<file path="src/rtl/mem_pkg.sv">
// Shared constants, FSM state type and request range helper for the
// data-memory access controller.
package mem_pkg;

  localparam int ADDR_W    = 8;
  localparam int DATA_W    = 8;
  localparam int LEN_W     = 8;
  localparam int MEM_DEPTH = 256;

  typedef enum logic [1:0] {
    IDLE   = 2'd0,
    ACCESS = 2'd1,
    DRAIN  = 2'd2
  } state_t;

  // True when a burst starting at addr with len+1 beats runs past the top
  // of memory. The sum is kept one bit wider so it cannot wrap.
  function automatic logic out_of_bounds(input logic [ADDR_W-1:0] addr,
                                         input logic [LEN_W-1:0]  len);
    logic [ADDR_W:0] last;
    last = {1'b0, addr} + (ADDR_W+1)'(len);
    return last > (ADDR_W+1)'(MEM_DEPTH - 1);
  endfunction

endpackage

</file>
<file path="src/rtl/mem_rsp_reg.sv">
// One-entry response holding register. A captured read byte stays on
// rsp_data with rsp_valid high until the consumer takes it; stall tells the
// controller not to issue another read while the slot is still occupied.
module mem_rsp_reg
  import mem_pkg::*;
(
  input  logic              clk,
  input  logic              reset,
  input  logic              cap_en,
  input  logic [DATA_W-1:0] cap_data,
  input  logic              rsp_ready,
  output logic              rsp_valid,
  output logic [DATA_W-1:0] rsp_data,
  output logic              stall
);

  assign stall = rsp_valid && !rsp_ready;

  // Capture wins over retire, so an accept and a new capture can share a cycle.
  always_ff @(posedge clk) begin
    if (reset) begin
      rsp_valid <= 1'b0;
      rsp_data  <= '0;
    end else if (cap_en) begin
      rsp_valid <= 1'b1;
      rsp_data  <= cap_data;
    end else if (rsp_ready) begin
      rsp_valid <= 1'b0;
    end
  end

endmodule

</file>
<file path="src/rtl/mem_access_ctrl.sv">
// Initiator-side controller for the 256-byte data memory. Takes single or
// burst load/store requests, issues one memory beat per cycle and returns
// read bytes through a back-pressured response register.
// Optional macro MEM_ACCESS_BOUNDS_EN: reject requests that would run past
// address 255 with a one-cycle err pulse instead of wrapping.
//
// state  | meaning
// IDLE   | waiting for a request, req_ready high
// ACCESS | issuing beats, one per unstalled cycle
// DRAIN  | read burst issued, waiting for the last response to be taken
module mem_access_ctrl
  import mem_pkg::*;
(
  input  logic              clk,
  input  logic              reset,
  input  logic              req_valid,
  output logic              req_ready,
  input  logic              req_write,
  input  logic [ADDR_W-1:0] req_addr,
  input  logic [DATA_W-1:0] req_wdata,
  input  logic [LEN_W-1:0]  req_len,
  output logic              rsp_valid,
  input  logic              rsp_ready,
  output logic [DATA_W-1:0] rsp_data,
  output logic              done,
  output logic              busy,
  output logic              err,
  output logic              mem_write,
  output logic [ADDR_W-1:0] mem_address,
  output logic [DATA_W-1:0] mem_datain,
  input  logic [DATA_W-1:0] mem_dataout
);

  state_t            state, state_nx;
  logic              write_q;
  logic [ADDR_W-1:0] cur_addr;
  logic [DATA_W-1:0] wdata_q;
  logic [LEN_W-1:0]  len_q;
  logic [LEN_W-1:0]  beat_cnt;
  logic              done_q;
  logic              accept;
  logic              bad_req;
  logic              start;
  logic              beat;
  logic              last_beat;
  logic              stall;
  logic              cap_en;
  logic              rsp_taken;

  // done_q also holds off req_ready so a new request lands after the pulse.
  assign req_ready = (state == IDLE) && !reset && !done_q;
  assign accept    = req_valid && req_ready;

`ifdef MEM_ACCESS_BOUNDS_EN
  logic err_q;

  assign bad_req = out_of_bounds(req_addr, req_len);
  assign err     = err_q;

  // One-cycle pulse for each rejected request.
  always_ff @(posedge clk) begin
    if (reset) err_q <= 1'b0;
    else       err_q <= accept && bad_req;
  end
`else
  assign bad_req = 1'b0;
  assign err     = 1'b0;
`endif

  assign start     = accept && !bad_req;
  assign beat      = (state == ACCESS) && !stall;
  assign last_beat = beat && (beat_cnt == len_q);
  assign cap_en    = beat && !write_q;
  assign rsp_taken = rsp_valid && rsp_ready;

  assign busy        = (state != IDLE);
  assign done        = done_q;
  assign mem_write   = beat && write_q;
  assign mem_address = (state == ACCESS) ? cur_addr : '0;
  assign mem_datain  = (state == ACCESS) ? wdata_q  : '0;

  // State register.
  always_ff @(posedge clk) begin
    if (reset) state <= IDLE;
    else       state <= state_nx;
  end

  // Next-state decode.
  always_comb begin
    state_nx = state;
    case (state)
      IDLE:    if (start)     state_nx = ACCESS;
      ACCESS:  if (last_beat) state_nx = write_q ? IDLE : DRAIN;
      DRAIN:   if (rsp_taken) state_nx = IDLE;
      default:                state_nx = IDLE;
    endcase
  end

  // Request latch, beat address/counter and the done pulse.
  always_ff @(posedge clk) begin
    if (reset) begin
      write_q  <= 1'b0;
      cur_addr <= '0;
      wdata_q  <= '0;
      len_q    <= '0;
      beat_cnt <= '0;
      done_q   <= 1'b0;
    end else begin
      done_q <= (last_beat && write_q) || ((state == DRAIN) && rsp_taken);
      if (start) begin
        write_q  <= req_write;
        cur_addr <= req_addr;
        wdata_q  <= req_wdata;
        len_q    <= req_len;
        beat_cnt <= '0;
      end else if (beat) begin
        cur_addr <= cur_addr + 1'b1;
        beat_cnt <= beat_cnt + 1'b1;
      end
    end
  end

  mem_rsp_reg u_rsp (
    .clk       (clk),
    .reset     (reset),
    .cap_en    (cap_en),
    .cap_data  (mem_dataout),
    .rsp_ready (rsp_ready),
    .rsp_valid (rsp_valid),
    .rsp_data  (rsp_data),
    .stall     (stall)
  );

endmodule

</file>
<file path="config.mk">
export PLATFORM = sky130hd
export DESIGN_NAME = mem_access_ctrl
export DESIGN_NICKNAME = d
export VERILOG_FILES = /design/src/rtl/mem_pkg.sv /design/src/rtl/mem_rsp_reg.sv /design/src/rtl/mem_access_ctrl.sv
export SDC_FILE = /design/constraint.sdc
export NUM_CORES = 1
export LEC_CHECK = 0
export CAP_MARGIN = 25
export CORE_ASPECT_RATIO = 0.7
export CORE_MARGIN = 2
export CORE_UTILIZATION = 41
export CTS_BUF_LIST = sky130_fd_sc_hd__clkbuf_8 sky130_fd_sc_hd__clkbuf_16
export CTS_CLUSTER_DIAMETER = 80
export DETAILED_ROUTE_END_ITERATION = 8
export HOLD_SLACK_MARGIN = 0.06
export PLACE_DENSITY = 0.79
export SLEW_MARGIN = 10
export SYNTH_ARGS = -nofsm -noshare
export SYNTH_HDL_FRONTEND = slang
export SYNTH_SLANG_ARGS = --single-unit
</file>
<file path="constraint.sdc">
create_clock -name clk -period 1.46 [get_ports clk]
set_clock_uncertainty 0.1 [all_clocks]
set_input_delay 0.146 -clock clk [delete_from_list [all_inputs] [get_ports clk]]
set_output_delay 0.146 -clock clk [all_outputs]
set_load 0.02 [all_outputs]
</file>
run_1/congestion.png
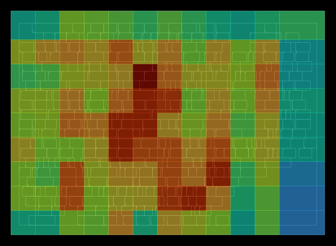
GR Util met2: 36.9%
met3 Track Usage GR: 5.24%

run_1/clk_routes.png
Bar = 20 µm.
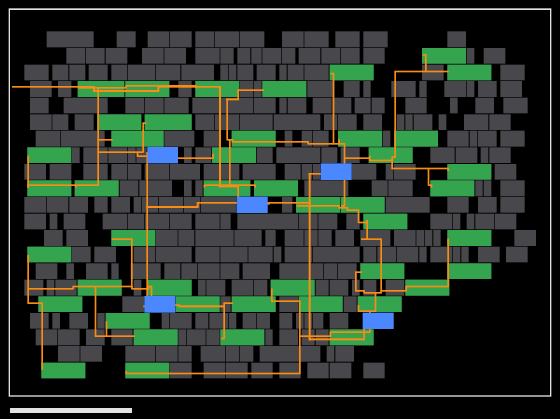
Key: green = flip-flops [count 45]; orange = clock wires [length 584 µm]; blue = clock drivers [count 5]
There are 6 routed clock nets. Position of the flops: spread over the die.
worst-skew pair later-pin latency: 0.31 ns
Clk pwr share: 19.4%
clk pwr: 0.865 mW

==> results_slide.txt, run 1 <==
Physical Implementation Snapshot

Synth
  – Synthesized Nets: 285
  – Ys async rst share: 0%
  – Synthesized area per cell: 8.37 µm²
  – Synth Flop Type: dfxtp_1
  – Largest area contributor in the netlist: dfxtp_1

Placement
  – Final HPWL DP: 3.87 mm

STA
  – Final setup violation count: 48
  – RSZ-0062 raised after global routing: yes
  – Final hold vios: 0
  – Setup_tns: -3.98 ns
  – Fmax: 630 MHz
  – Final setup margin: -0.126 ns

Floorplanning
  – Vertical die size: 63.3 µm
  – Initial Util: 42.8%

Status
  – Failing checks: setup timing
  – Outcome: finished, violations left

Worst setup path
  – Slowest stage delay, CP: 0.36 ns
  – Largest fanout on the critical path: 8
  – Most frequent cell on the critical path: buf_6
  – Critical-path top delay cell: dfxtp_2
  – Arrival time at the worst endpoint: 1.34 ns
  – Worst endpoint required time: 1.21 ns

Detailed routing
  – Wire length per cell: 16.5 µm
  – Post-DRT Antenna Nets: 0
  – DRT Pass-1 Iters: 4

GRT
  – Initial antenna violation count: 0
  – Global-route wire length before repair: 10.1 mm
  – Number of global-route vias before repair: 2127
  – Total global-route track usage: 23.1%
  – Largest net degree at the start of global routing: 20

Job
  – OpenROAD warnings: 29

Clock network
  – CTS tree: yes
  – Clk sinks: 45

Power
  – P_leak: 1.49 nW
  – VDD IR max: 0.818 mV

Finish
  – Final Cell Area: 3640 µm²
  – FILL cells: 307
  – Fin nets: 381
run_1/logic_types.png
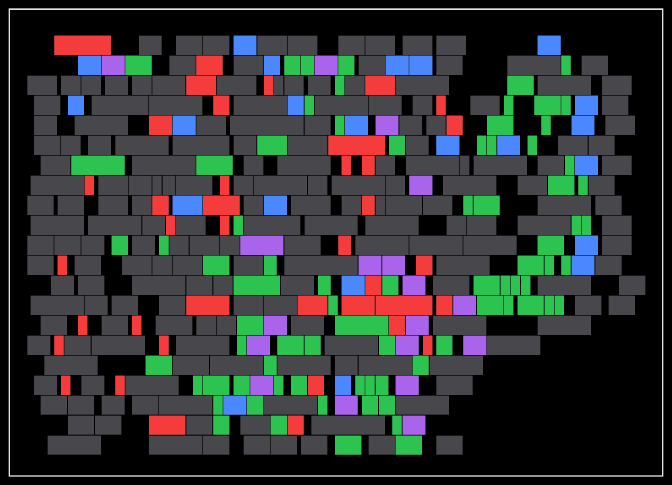
Key: blue = AND and OR gates [cells 22, most used and2_4]; green = NAND gates [cells 78, most used nand2_1]; purple = XOR/XNOR gates [cells 18, most used xnor2_1]; red = NOR gates [cells 39, most used nor2_1]
non-filler instance count after layout: 412
combinational share of cell area: 39.2%

[run 1: critical path, delay by kind of cell, from the launching register on]
kind	cells	cell delay, ns
buf+inv	2	0.28
flops	1	0.36
simple gates	2	0.40
[run 1: cell families after synthesis]
kind of cell | count (synthesis) | share of synthesized area [%]
AND-OR/OR-AND | 15 | 6.14
XOR/XNOR | 18 | 7.65
adder cells (fa/ha/maj) | 2 | 1.21
buffers and inverters | 18 | 3.95
flip-flops | 45 | 43.7
multiplexers | 8 | 3.89
other | 1 | 0.182
AND/OR/NAND/NOR | 139 | 33.2
[run 1: Yosys cell counts (3+ instances only)]
cell type and instances:
clkbuf_1 4, a31o_1 3, xor2_1 5, buf_2 8
mux2i_1 8, dfxtp_1 45, nor4_1 3, nor2_1 26
nor3_1 5, and3_1 3, a21oi_1 3, xnor2_1 13
nand3_1 24, nand4_1 8, nand2_1 44, and2_1 17
[run 1: path summary, 6_finish.rpt]
path | start | endpoint | slack, ns | cells after the start
worst max register to register | state[0]$_SDFFE_PP0P_ | cur_addr[3]$_SDFFE_PP0P_ | -0.12 | 7
worst max-delay path | state[0]$_SDFFE_PP0P_ | mem_address[1] | -0.13 | 4
worst min-delay path | req_wdata[3] | wdata_q[3]$_SDFFE_PP0P_ | 0.27 | 3
worst min register to register | wdata_q[7]$_SDFFE_PP0P_ | wdata_q[7]$_SDFFE_PP0P_ | 0.36 | 2
[run 1: registers in the layout, summed over array words and instances (netlist names)]
| name | count |
|---|---|
| state | 2 |
| wdata_q | 8 |
| write_q | 1 |
| done | 1 |
| beat_cnt | 8 |
| len_q | 8 |
| u_rsp.rsp_data | 8 |
| u_rsp.rsp_valid | 1 |
| cur_addr | 8 |
[run 1: report_power, final]
part,internal [mW],switching (mW),total (mW)
Sequential,1.41,0.165,1.58
Clock,0.428,0.437,0.865
Combinational,1.04,0.984,2.02
Total,2.88,1.59,4.46
[run 1: stage by stage]
step                      hold WS [ns]  setup WS [ns]  power (mW)  instances
final                            0.271         -0.126        4.46        412
after global routing             0.284         -0.198        4.65        412
after CTS                        0.273         -0.144        4.16        409
after detailed placement         0.347         -0.377        3.02        393
after global placement           0.340         -0.360        2.99        393
after floorplan                  0.145        -0.0651        2.36        246
[run 1: per-layer routing]
metal	up-vias	global-route usage, %	part of all wire (%)
met5	-	0	0
met4	0	8.33	2.6
met3	16	5.24	6.9
met2	98	36.9	46
met1	1032	30.4	44
li1	1030	-	-
[run 1: layout make-up]
cell class / instances / area [µm²] / area share, %
Multi-Input combinational cell: 183 / 1430 / 39.2
Sequential cell: 45 / 908 / 24.9
Inverter: 3 / 11.3 / 0.309
Timing Repair Buffer: 104 / 1110 / 30.4
Clock buffer: 7 / 96.3 / 2.65
Clock inverter: 1 / 5.00 / 0.137
Tap cell: 69 / 86.3 / 2.37
[run 1: repair_timing]
action	4_1_cts	5_1_grt
resized	161	57
gates cloned	4	1
pin swaps	18	19
setup endpoints to repair	62	63
setup buffers	4	2
--- run 2 (diff from run 1) ---
--- a/config.mk
+++ b/config.mk
@@ -5,6 +5,7 @@
 export SDC_FILE = /design/constraint.sdc
 export NUM_CORES = 1
 export LEC_CHECK = 0
+export ABC_AREA = 1
 export CAP_MARGIN = 25
 export CORE_ASPECT_RATIO = 0.7
 export CORE_MARGIN = 2
@@ -13,6 +14,7 @@
 export CTS_CLUSTER_DIAMETER = 80
 export DETAILED_ROUTE_END_ITERATION = 8
 export HOLD_SLACK_MARGIN = 0.06
+export MAX_ROUTING_LAYER = met4
 export PLACE_DENSITY = 0.79
 export SLEW_MARGIN = 10
 export SYNTH_ARGS = -nofsm -noshare
run_2/placement_by_type.png
Bar = 20 µm.
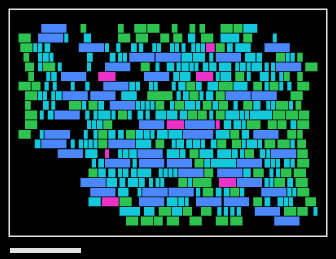
Key: magenta = clock drivers and dummy loads [cells 8, share of their area 2.7%]; green = other buffers and delay cells [cells 110, share of their area 29%]; blue = flops [cells 45, share of their area 29%]; cyan = combinational and other logic [cells 230, share of their area 39%]
Final Cell Area: 3240 µm²
sequential cell area share: 28.1%
Rows: 21

run_2/logic_types.png
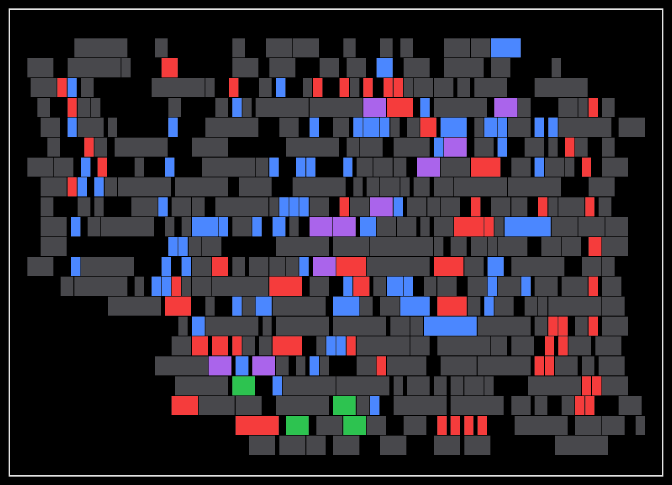
Key: blue = NAND gates [cells 67, most used nand2_1]; purple = XOR/XNOR gates [cells 10, most used xor2_1]; green = AND-OR and OR-AND gates [cells 4, most used a22o_1, where bottom centre]; red = NOR gates [cells 57, most used nor2_1, where spread over the die]
non-filler instance count after layout: 462
combinational share of cell area: 33.4%
Top cell excl fill/tap: nand2_1

==> run 2 against run 1 <==
Compared with the run above:
- worst hold slack better by 0.027 ns
- largest power group is now registers
- clock power shrank 13%
- sequential share of layout area increased by 3.1 points
- the flow still finishes with violations (setup timing)
- wire length is 15% lower
==> results_slide.txt, run 2 <==
Physical Implementation Snapshot

Floorplanning
  – Core Region: 4830 µm² (was 4810 µm²)
  – Total die size: 5680 µm² (was 5610 µm²)
  – Initial Util: 43.1% (was 42.8%)
  – Vertical die size: 63.7 µm (was 63.3 µm)
  – Chip width: 89.2 µm (was 88.7 µm)
  – Top Ports: 67 (unchanged)

Worst setup path
  – Largest fanout on the critical path: 6 (was 8)
  – Critical path type: reg2reg (was reg2out)
  – Worst setup EP type: flip-flop (was output pin)
  – CP cell instances: nor2_4 > buf_6 > nand3_4 > buf_4 > a21oi_1 > nand4_1 > a21oi_1 (was nor2b_4 > buf_6 > and2_4 > buf_6)
  – Buf+Inv Stages, Crit Path: 2 (unchanged)
  – Worst endpoint required time: 1.59 ns (was 1.21 ns)
  – Critical Path Start Type: flip-flop (unchanged)
  – Critical-path top delay cell: dfxtp_4 (was dfxtp_2)
  – Slowest stage delay, CP: 0.39 ns (was 0.36 ns)
  – Most frequent cell on the critical path: a21oi_1 (was buf_6)
  – Arrival time at the worst endpoint: 1.65 ns (was 1.34 ns)
  – Crit path max-delay family: flip-flops (was simple AND/OR/NAND/NOR gates)

GRT
  – Number of global-route vias before repair: 2047 (was 2127)
  – Largest net degree at the start of global routing: 18 (was 20)
  – Initial antenna violation count: 0 (unchanged)
  – Global-route wire length before repair: 8.85 mm (was 10.1 mm)

Clock network
  – Reg clk slew, reported paths: 0.09 ns (about the same)
  – Worst-case clock buffer depth: 2 (unchanged)
  – Worst-skew pair later-pin latency: 0.31 ns (about the same)
  – Num CTS Buffers: 5 (unchanged)
  – CTS H-tree depth: 2 (unchanged)
  – Clk sinks: 45 (unchanged)
  – CTS tree: yes (unchanged)

STA
  – Final period util: 104% (was 109%)
  – RSZ-0062 raised after global routing: yes (unchanged)
  – Max-slew violations: 0 (unchanged)
  – Tmin final: 1.52 ns (was 1.59 ns)
  – Final hold vios: 0 (unchanged)
  – Fmax: 658 MHz (was 630 MHz)
  – Final setup violation count: 12 (was 48)
  – Final setup margin: -0.0598 ns (was -0.126 ns)
  – Worst hold slack: 0.298 ns (was 0.271 ns)
  – Setup_tns: -0.370 ns (was -3.98 ns)

Synth
  – Registers, synthesis: 45 (unchanged)
  – Warnings, synthesis: 0 (unchanged)
  – Largest area contributor in the netlist: dfxtp_1 (unchanged)
  – Yosys Instances: 282 (was 246)
  – Cell area leaders: dfxtp_1, nand2_1, nor2_1 (was dfxtp_1, nand2_1, nand3_1)
  – Synthesized area per cell: 7.39 µm² (was 8.37 µm²)
  – Post-Syn Area: 2080 µm² (was 2060 µm²)
  – Synthesized Nets: 321 (was 285)
  – Post-Syn Instances: 282 (was 246)
  – Synth Flop Type: dfxtp_1 (unchanged)
  – Dominant cell area share: 43.2% (was 43.7%)
  – Synth top cells by count: nand2_1, dfxtp_1, nor2_1, inv_1, o21ai_0 (was dfxtp_1, nand2_1, nor2_1, nand3_1, and2_1)
  – Number of enable flip-flop cells: 0 (unchanged)
  – Count leader, synth: nand2_1 (was dfxtp_1)
  – Post-synth seq share: 43.2% (was 43.7%)
  – Ys async rst share: 0% (unchanged)

Detailed routing
  – Met3 wire len: 415 µm (was 469 µm)
  – DRC Markers: 0 (unchanged)
  – Drt via density: 4.68 (was 5.28)
  – DRT Pass-1 Iters: 4 (unchanged)
  – Total wire length: 5.77 mm (was 6.81 mm)
  – Wire length per cell: 12.5 µm (was 16.5 µm)
  – Highest metal layer with signal wires: met4 (unchanged)
  – Post-DRT Antenna Nets: 0 (unchanged)
  – DRT iter0 DRCs: 75 (was 127)
  – Via count: 2163 (was 2176)
  – Met2 WL: 2.74 mm (was 3.14 mm)
  – WL met1: 2.51 mm (was 3.02 mm)

Job
  – OpenROAD warnings: 28 (was 29)
  – Maximum capacitance violations: 0 (unchanged)

Placement
  – Final HPWL DP: 4.06 mm (was 3.87 mm)
  – Placer Congestion: 0.871 (was 0.846)
  – Setup WS pre-CTS: -0.376 ns (was -0.377 ns)

Power
  – PD cells: 848 nW/µm² (was 1230 nW/µm²)
  – P_leak: 1.45 nW (was 1.49 nW)
  – VDD IR max: 0.401 mV (was 0.818 mV)

Finish
  – Layout area overhead: 55.4% (was 76.9%)
  – Share of cells above drive strength 1: 27.7% (was 42.9%)
  – N_diodes: 0 (unchanged)
  – Fin nets: 431 (was 381)

Hold path
  – Hold crit path type: in2reg (unchanged)

Status
  – Outcome: finished, violations left (unchanged)
  – Failing checks: setup timing (unchanged)
run_2/congestion.png
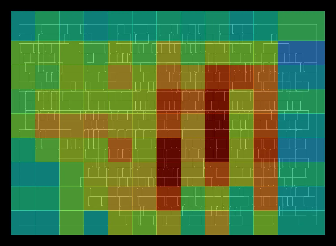
total global-route track usage: 20.4%
GR Util met2: 33.5%

## run 2: cell count changes in the layout (fill, tap and decap cells not counted), sizes merged, moves of 12 or more
cell,change
inv,+38
o21ai,+27
nor2,+25
and2,-17
nand3,-16
a21oi,+12
nand2,+12
## run 2: metrics by stage
stage	cell area (µm²)	util, %	std cells	total power, mW
after floorplan	2080	-	282	1.66
after global placement	3050	63.2	444	1.96
after detailed placement	3050	63.2	444	1.98
after CTS	3100	64.1	453	2.70
after global routing	3240	67.0	462	2.87
final	3240	67.0	462	2.75
## run 2: cells by family after synthesis
kind of cell	after synthesis	synth area share, %
other	1	0.180
xor gates and xnor gates	10	4.20
DFF	45	43.2
AOI/OAI and AO/OA	52	13.9
adders and majority gates	2	1.20
and+or+nand+nor	126	28.3
buffers and inverters	46	9.06
## run 2: metal layers
metal,track usage (%),up-vias
li1,-,1108
met1,24.4,976
met2,33.5,69
met3,7.08,10
met4,3.73,0
met5,-,-
## run 2: what timing repair did
item,CTS,global route
pin swaps,3,11
endpoints found under the hold margin,0,0
hold buffers,0,0
endpoints found under the setup margin,51,35
gates resized,85,38
buffers inserted,1,9
## run 2: cell type report
class                   count  area [µm²]
multi-input cells         191        1080
clock inverters             3        15.0
inverters                  39         154
repair buffers            110         923
fillers                   425        1600
clock buffers               5        68.8
well taps                  69        86.3
flip-flops and latches     45         910
## run 2: power breakdown
group / internal, mW / total (mW) / switching, mW / leakage, nW
Combinational: 0.320 / 0.643 / 0.323 / 1.04
Sequential: 1.30 / 1.35 / 0.0474 / 0.371
Clock: 0.325 / 0.752 / 0.427 / 0.0467
## run 2: path summary, 6_finish.rpt
| path | from | to | slack, ns | cells past startpoint |
|---|---|---|---|---|
| setup / recovery | state[1]$_SDFFE_PP0P_ | state[1]$_SDFFE_PP0P_ | -0.06 | 7 |
| hold reg to reg | cur_addr[7]$_SDFFE_PP0P_ | cur_addr[7]$_SDFFE_PP0P_ | 0.37 | 2 |
| setup reg to reg | state[1]$_SDFFE_PP0P_ | state[1]$_SDFFE_PP0P_ | -0.06 | 7 |
| hold / removal | req_len[3] | len_q[3]$_SDFFE_PP0P_ | 0.30 | 3 |
## run 2: tightest hold or removal path: cells and delay by family
kind            cells  cell delay, ns
buf+inv             1            0.39
simple gates        1            0.06
compound gates      1            0.06
Power and IR drop assume default switching activity.
